run_1/gates.png
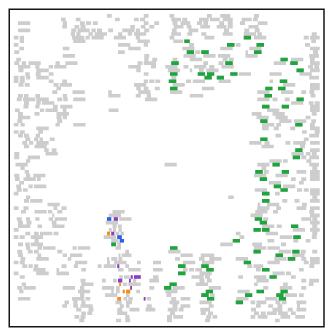
run_1/clock_nets.png
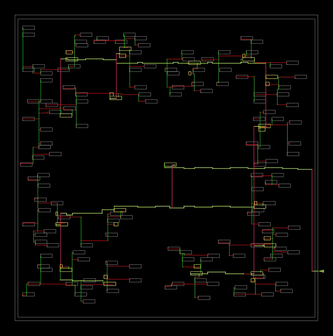
run_1/m2.png
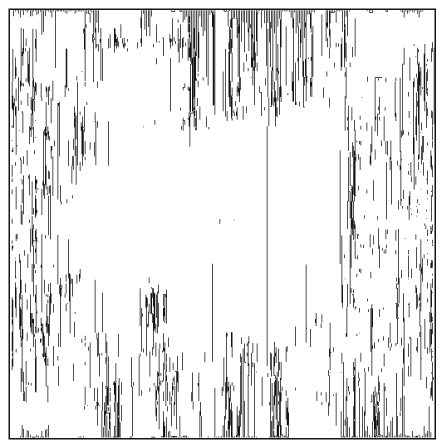
==> config.mk <==
export PLATFORM = sky130hd
export DESIGN_NAME = mem_stage_access_flat
export DESIGN_NICKNAME = d
export VERILOG_FILES = /design/src/rtl/mem_stage_access_pkg.sv /design/src/rtl/mem_stage_access_if.sv /design/src/rtl/mem_timeout_counter.sv /design/src/rtl/mem_stage_access.sv /design/src/flat_wrapper.sv
export SDC_FILE = /design/constraint.sdc
export NUM_CORES = 1
export LEC_CHECK = 0
export CELL_PAD_IN_SITES_DETAIL_PLACEMENT = 1
export CELL_PAD_IN_SITES_GLOBAL_PLACEMENT = 1
export CORE_AREA = 2 2 233 235
export CTS_CLUSTER_DIAMETER = 120
export DETAILED_ROUTE_END_ITERATION = 12
export DIE_AREA = 0 0 235 237
export GPL_ROUTABILITY_DRIVEN = 0
export PLACE_DENSITY_LB_ADDON = 0.1
export RECOVER_POWER = 25
export SYNTH_ARGS = -nofsm -noshare
export SYNTH_HDL_FRONTEND = slang
export SYNTH_SLANG_ARGS = --single-unit
==> constraint.sdc <==
create_clock -name clk -period 2.5 [get_ports clk]
set_clock_uncertainty 0.2 [all_clocks]
set_input_delay 0.5 -clock clk [delete_from_list [all_inputs] [get_ports clk]]
set_output_delay 0.5 -clock clk [all_outputs]
set_load 0.05 [all_outputs]
==> results.cfg, run 1 <==
; generated from flow reports
[critical_path]
rrSetupSlack_ns = -0.01
worst_setup_path_start_kind = flop
critical-path-slowest-cell = dfrtp_1
path_cells = ha_2 -> and3_4 -> ha_4 -> buf_6 -> o21ai_2 -> and2_4 -> buf_12
cp_num_cells = 7
worst_path_largest_cell_delay_ns = 0.40
crit_family = flip-flops
crit_arrival_ns = 1.88
path_max_fanout = 3
path_class = reg2out

[synthesis]
synthCells = 533
async_flop_share_pct = 100.0
synth_area_um2 = 7091
top_cell = buf_4
largest_area_cell = dfrtp_1
synthDistinctLibCells = 26
synthesis.nets = 809
yosys-top-cells-count = buf_4, dfrtp_1, mux2_4
ys_chip_area_um2 = 7091
ys.flop_type = dfrtp_1
synth_top_area_share_pct = 50.47
ys_seq_share_pct = 50.47
synth.avg_cell_area_um2 = 13.30
topCellsByArea = dfrtp_1, buf_4, mux2_4
edf_count = 0

[final_layout]
area_growth_syn_to_layout_pct = 63.65
final_cell_mix = clkdlybuf4s50_1, dfrtp_1, buf_12
finalNetCount = 997

[floorplan]
dieArea_um2 = 55700
die_h_um = 237
core_area_um2 = 53280
fp_util_pct = 13.31
io_pins = 604
chipWidth_um = 235

[clocking]
clkTransAtPathRegs_ns = 0.06
post_cts_buffers = 4
cts_tree = done
cts_hold_buf = 1
htreeDepth = 4
cts-root-buf = clkbuf_16
ctsResizeCount = 13

[final_timing]
relSlewSlack_pct = 43.75
period_used_pct = 103.2
setup_viol = 11
worst_slew_pin_slew_ns = 0.8438
slew_violations = 0
setup_slack_ns = -0.08007
rsz0062_at_grt = yes
period_needed_ns = 2.580
hold_viol = 0
clock.fmax_mhz = 387.6

[drt]
routedWlPerCell_um = 17.57
drt-met1-wl_um = 9476
viasPerCell = 3.301
wl_met3_um = 2556
first_iter_violations = 159
drt_first_pass_iters = 4
drc_errors = 0
highest_layer = met4
wl_met2_um = 12080

[power]
vdd_drop_max_mv = 0.4992
combPwrFrac_pct = 41.3
swShare_pct = 37.74
clkPwrFrac_pct = 27.3
p_leak_nw = 4.994
p_seq_share_pct = 31.4
p_switching_mw = 3.423
p_int_mw = 5.647
power.total_mw = 9.070

[min_path]
hold_depth = 1

[grt]
grt_max_degree = 144
grt_pass1_vias = 5466
antenna_found_initial = 1
grt_pass1_wl_um = 36700

[run_status]
violations = setup timing
outcome = finished with violations

[job]
warning_count = 32
cap_violations = 0

[placement]
dp_cells = 1382
portBuffers = 347
place_hpwl_um = 18280
Back to the opening pictures, gates.png:
legend:
  nand cells:
    color: purple
    cells: 9
  xor and xnor cells:
    color: blue
    cells: 3
  nor cells:
    color: orange
    cells: 5
  mux cells:
    color: green
    cells: 71
non-filler cells, final: 1431
most common logic cell in the routed design: clkdlybuf4s50_1
logic share of the area: 16.55%

Back to the opening pictures, clock_nets.png:
clock sink total: 143
clk pwr: 2.48 mW
clk_lat worst skew: 0.46 ns
Seq cells: 143

Back to the opening pictures, m2.png:
share of all routed wire: 48%
main direction: vertical
longest straight run: 133 µm
nets with wire on the layer: 920
wire length on this layer: 12100 µm
met2 Usage GRT: 14.04%
DR vias: 4724
drt total wl: 25150 µm

run 1: through the flow:
stage | util (%) | setup TNS (ns) | instance area (µm²) | setup WS, ns | hold WS, ns
after CTS | 21.34 | -0.1638 | 11370 | -0.1638 | 0.2752
after global routing | 21.78 | -4.043 | 11600 | -0.1889 | 0.3273
after global placement | 20.16 | -9.298 | 10740 | -0.1517 | 0.2888
after floorplan | - | 0 | 7091 | 0.1772 | 0.004409
final | 21.78 | -0.1470 | 11600 | -0.08007 | 0.3032
after detailed placement | 20.16 | -11.27 | 10740 | -0.1748 | 0.2907
run 1: cell families after synthesis:
logic type,after synthesis,synth area share (%)
adder cells (fa/ha/maj),5,0.8823
flip-flops,143,50.47
multiplexers,71,14.91
AND-OR/OR-AND,69,8.329
XOR/XNOR,3,0.3706
buffers and inverters,218,22.90
AND/OR/NAND/NOR,24,2.135
run 1: routing by layer:
layer | track usage, % | vias up
li1 | - | 2009
met1 | 9.373 | 2341
met2 | 14.04 | 300
met3 | 5.246 | 74
met4 | 5.581 | 0
met5 | 0 | -
run 1: layout make-up:
| cell class | count | area [µm²] |
|---|---|---|
| well taps | 696 | 870.8 |
| clock inverters | 9 | 58.81 |
| diodes | 1 | 2.502 |
| inverters | 2 | 20.02 |
| fillers | 5858 | 41680 |
| repair inverters | 1 | 11.26 |
| clock buffers | 23 | 498.0 |
| repair buffers | 384 | 4643 |
| flip-flops and latches | 143 | 3578 |
| multi-input cells | 172 | 1921 |
run 1: power groups by stage:
stage	registers [mW]	clock network, mW	logic (mW)
6_report	2.85	2.48	3.74
5_1_grt	2.90	2.73	3.90
4_1_cts	2.86	2.63	3.65
3_5_place_dp	2.89	0	3.63
3_3_place_gp	2.90	0	3.62
2_1_floorplan	4.01	0	1.59
==> run 1 -> run 2 <==
CORE_AREA = 2 2 237 239   (was 2 2 233 235)
DIE_AREA = 0 0 239 241   (was 0 0 235 237)
clock period = 3.3 ns   (was 2.5 ns; I/O delays follow)
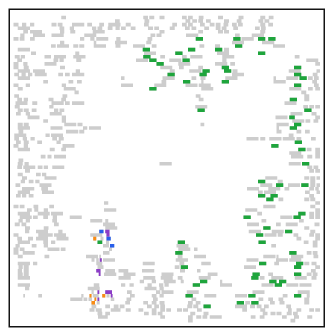
run_2/gates.png
legend:
  nor cells:
    color: orange
    cells: 5
    where: south-west
  nand cells:
    color: purple
    cells: 9
  mux cells:
    color: green
    cells: 71
  xor and xnor cells:
    color: blue
    cells: 3
logic share of the area: 18.03%
non-filler cells, final: 1405

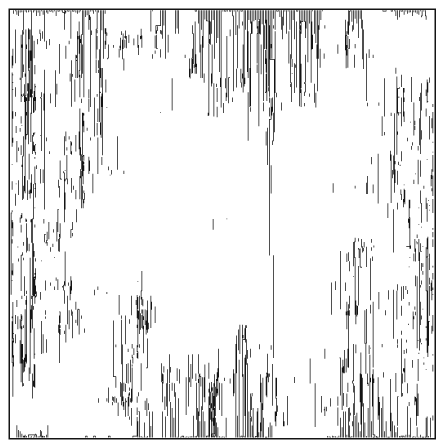
run_2/m2.png
share of all routed wire: 49%
wire length on this layer: 11600 µm
met2 Usage GRT: 13.50%
drt total wl: 23760 µm
DR vias: 4501

==> run 2 against run 1 <==
The flow finishes with violations (capacitance limit, slew limit). Worst hold slack improved by 0.0032 ns. Total power is 27% lower. Cell count down 1.8%. Wire length is 5.5% lower. Via count is 4.7% lower. Critical path type unchanged. Critical endpoint unchanged.
==> results.cfg, run 2 <==
; generated from flow reports
[run_status]
outcome = finished with violations
violations = capacitance limit, slew limit

[final_timing]
relSlewSlack_pct = -43.45
setup_slack_ns = 0.3700
period_used_pct = 88.79
slew_violations = 144
worst_slew_pin_slew_ns = 2.152
tns_ns = 0

[synthesis]
synthDistinctLibCells = 26
ys_chip_area_um2 = 7091
synthesis.nets = 809
top_cell = buf_4
synthCells = 533
synth_top_area_share_pct = 50.47
edf_count = 0

[floorplan]
io_pins = 604
die_h_um = 241

[grt]
antenna_found_initial = 1
grt_pass1_vias = 5336
grt_pass1_wl_um = 34610
grt_max_degree = 144

[final_layout]
final_cell_mix = clkdlybuf4s50_1, dfrtp_1, mux2_4
fillCellCount = 6143
finalNetCount = 965
area_growth_syn_to_layout_pct = 47.82
diodes = 0

[placement]
pre_cts_ws_ns = 0.2305
dp_cells = 1374

[clocking]
htreeDepth = 4
cts_sinks = 143
clkLatencyLatePin_ns = 0.47
cts_tree = done
post_cts_buffers = 0

[drt]
routedWlPerCell_um = 16.91
first_iter_violations = 61

[job]
cap_violations = 1

[critical_path]
rrSetupSlack_ns = 0.64
worst_setup_path_start_kind = flop

[power]
vdd_drop_max_mv = 0.3681
[run 2: power by group]
part / switching [mW] / internal (mW) / total, mW
clock network: 0.817 / 1.08 / 1.90
registers: 0.155 / 2.01 / 2.16
logic: 1.54 / 1.01 / 2.55
[run 2: per-layer routing]
metal | track usage [%] | up-vias | wire length [µm]
met5 | 0 | - | 13
met4 | 5.720 | 2 | 954
met3 | 5.090 | 74 | 2884
met2 | 13.50 | 294 | 11610
met1 | 7.992 | 2188 | 8291
li1 | - | 1943 | -
[run 2: cell families (layout without fill, tap and decap cells)]
logic type / count (synthesis) / count (layout) / synth area share [%]
AOI/OAI and AO/OA: 69 / 69 / 8.329
DFF: 143 / 143 / 50.47
and+or+nand+nor: 24 / 24 / 2.135
buffers and inverters: 218 / 386 / 22.90
adders and majority gates: 5 / 5 / 0.8823
muxes: 71 / 71 / 14.91
xor gates and xnor gates: 3 / 3 / 0.3706
[run 2: area by class of cell]
class	count	area, µm²	share of cell area, %
clock inverters	10	87.58	0.8356
multi-input cells	172	1889	18.03
flip-flops and latches	143	3578	34.14
repair buffers	353	3565	34.01
well taps	704	880.8	8.404
clock buffers	21	470.5	4.488
inverters	2	10.01	0.09550
[run 2: through the flow]
step / area [µm²] / hold WS, ns / util [%] / total power, mW
2_1_floorplan: 7091 / 0.1644 / - / 4.248
3_3_place_gp: 9943 / 0.2900 / 18.12 / 4.768
3_5_place_dp: 9943 / 0.2943 / 18.12 / 4.782
4_1_cts: 10500 / 0.1425 / 19.14 / 6.804
5_1_grt: 10480 / 0.3243 / 19.10 / 6.954
6_report: 10480 / 0.3064 / 19.10 / 6.608
[run 2: worst max-delay path, stage by stage, from the launching register on]
cell and delay, ns:
dfrtp_1 0.41, ha_1 0.22, and3_1 0.21, ha_1 0.25
o21ai_0 0.18, and2_1 0.20, buf_12 0.15
Power is estimated from default activity; no workload was simulated.
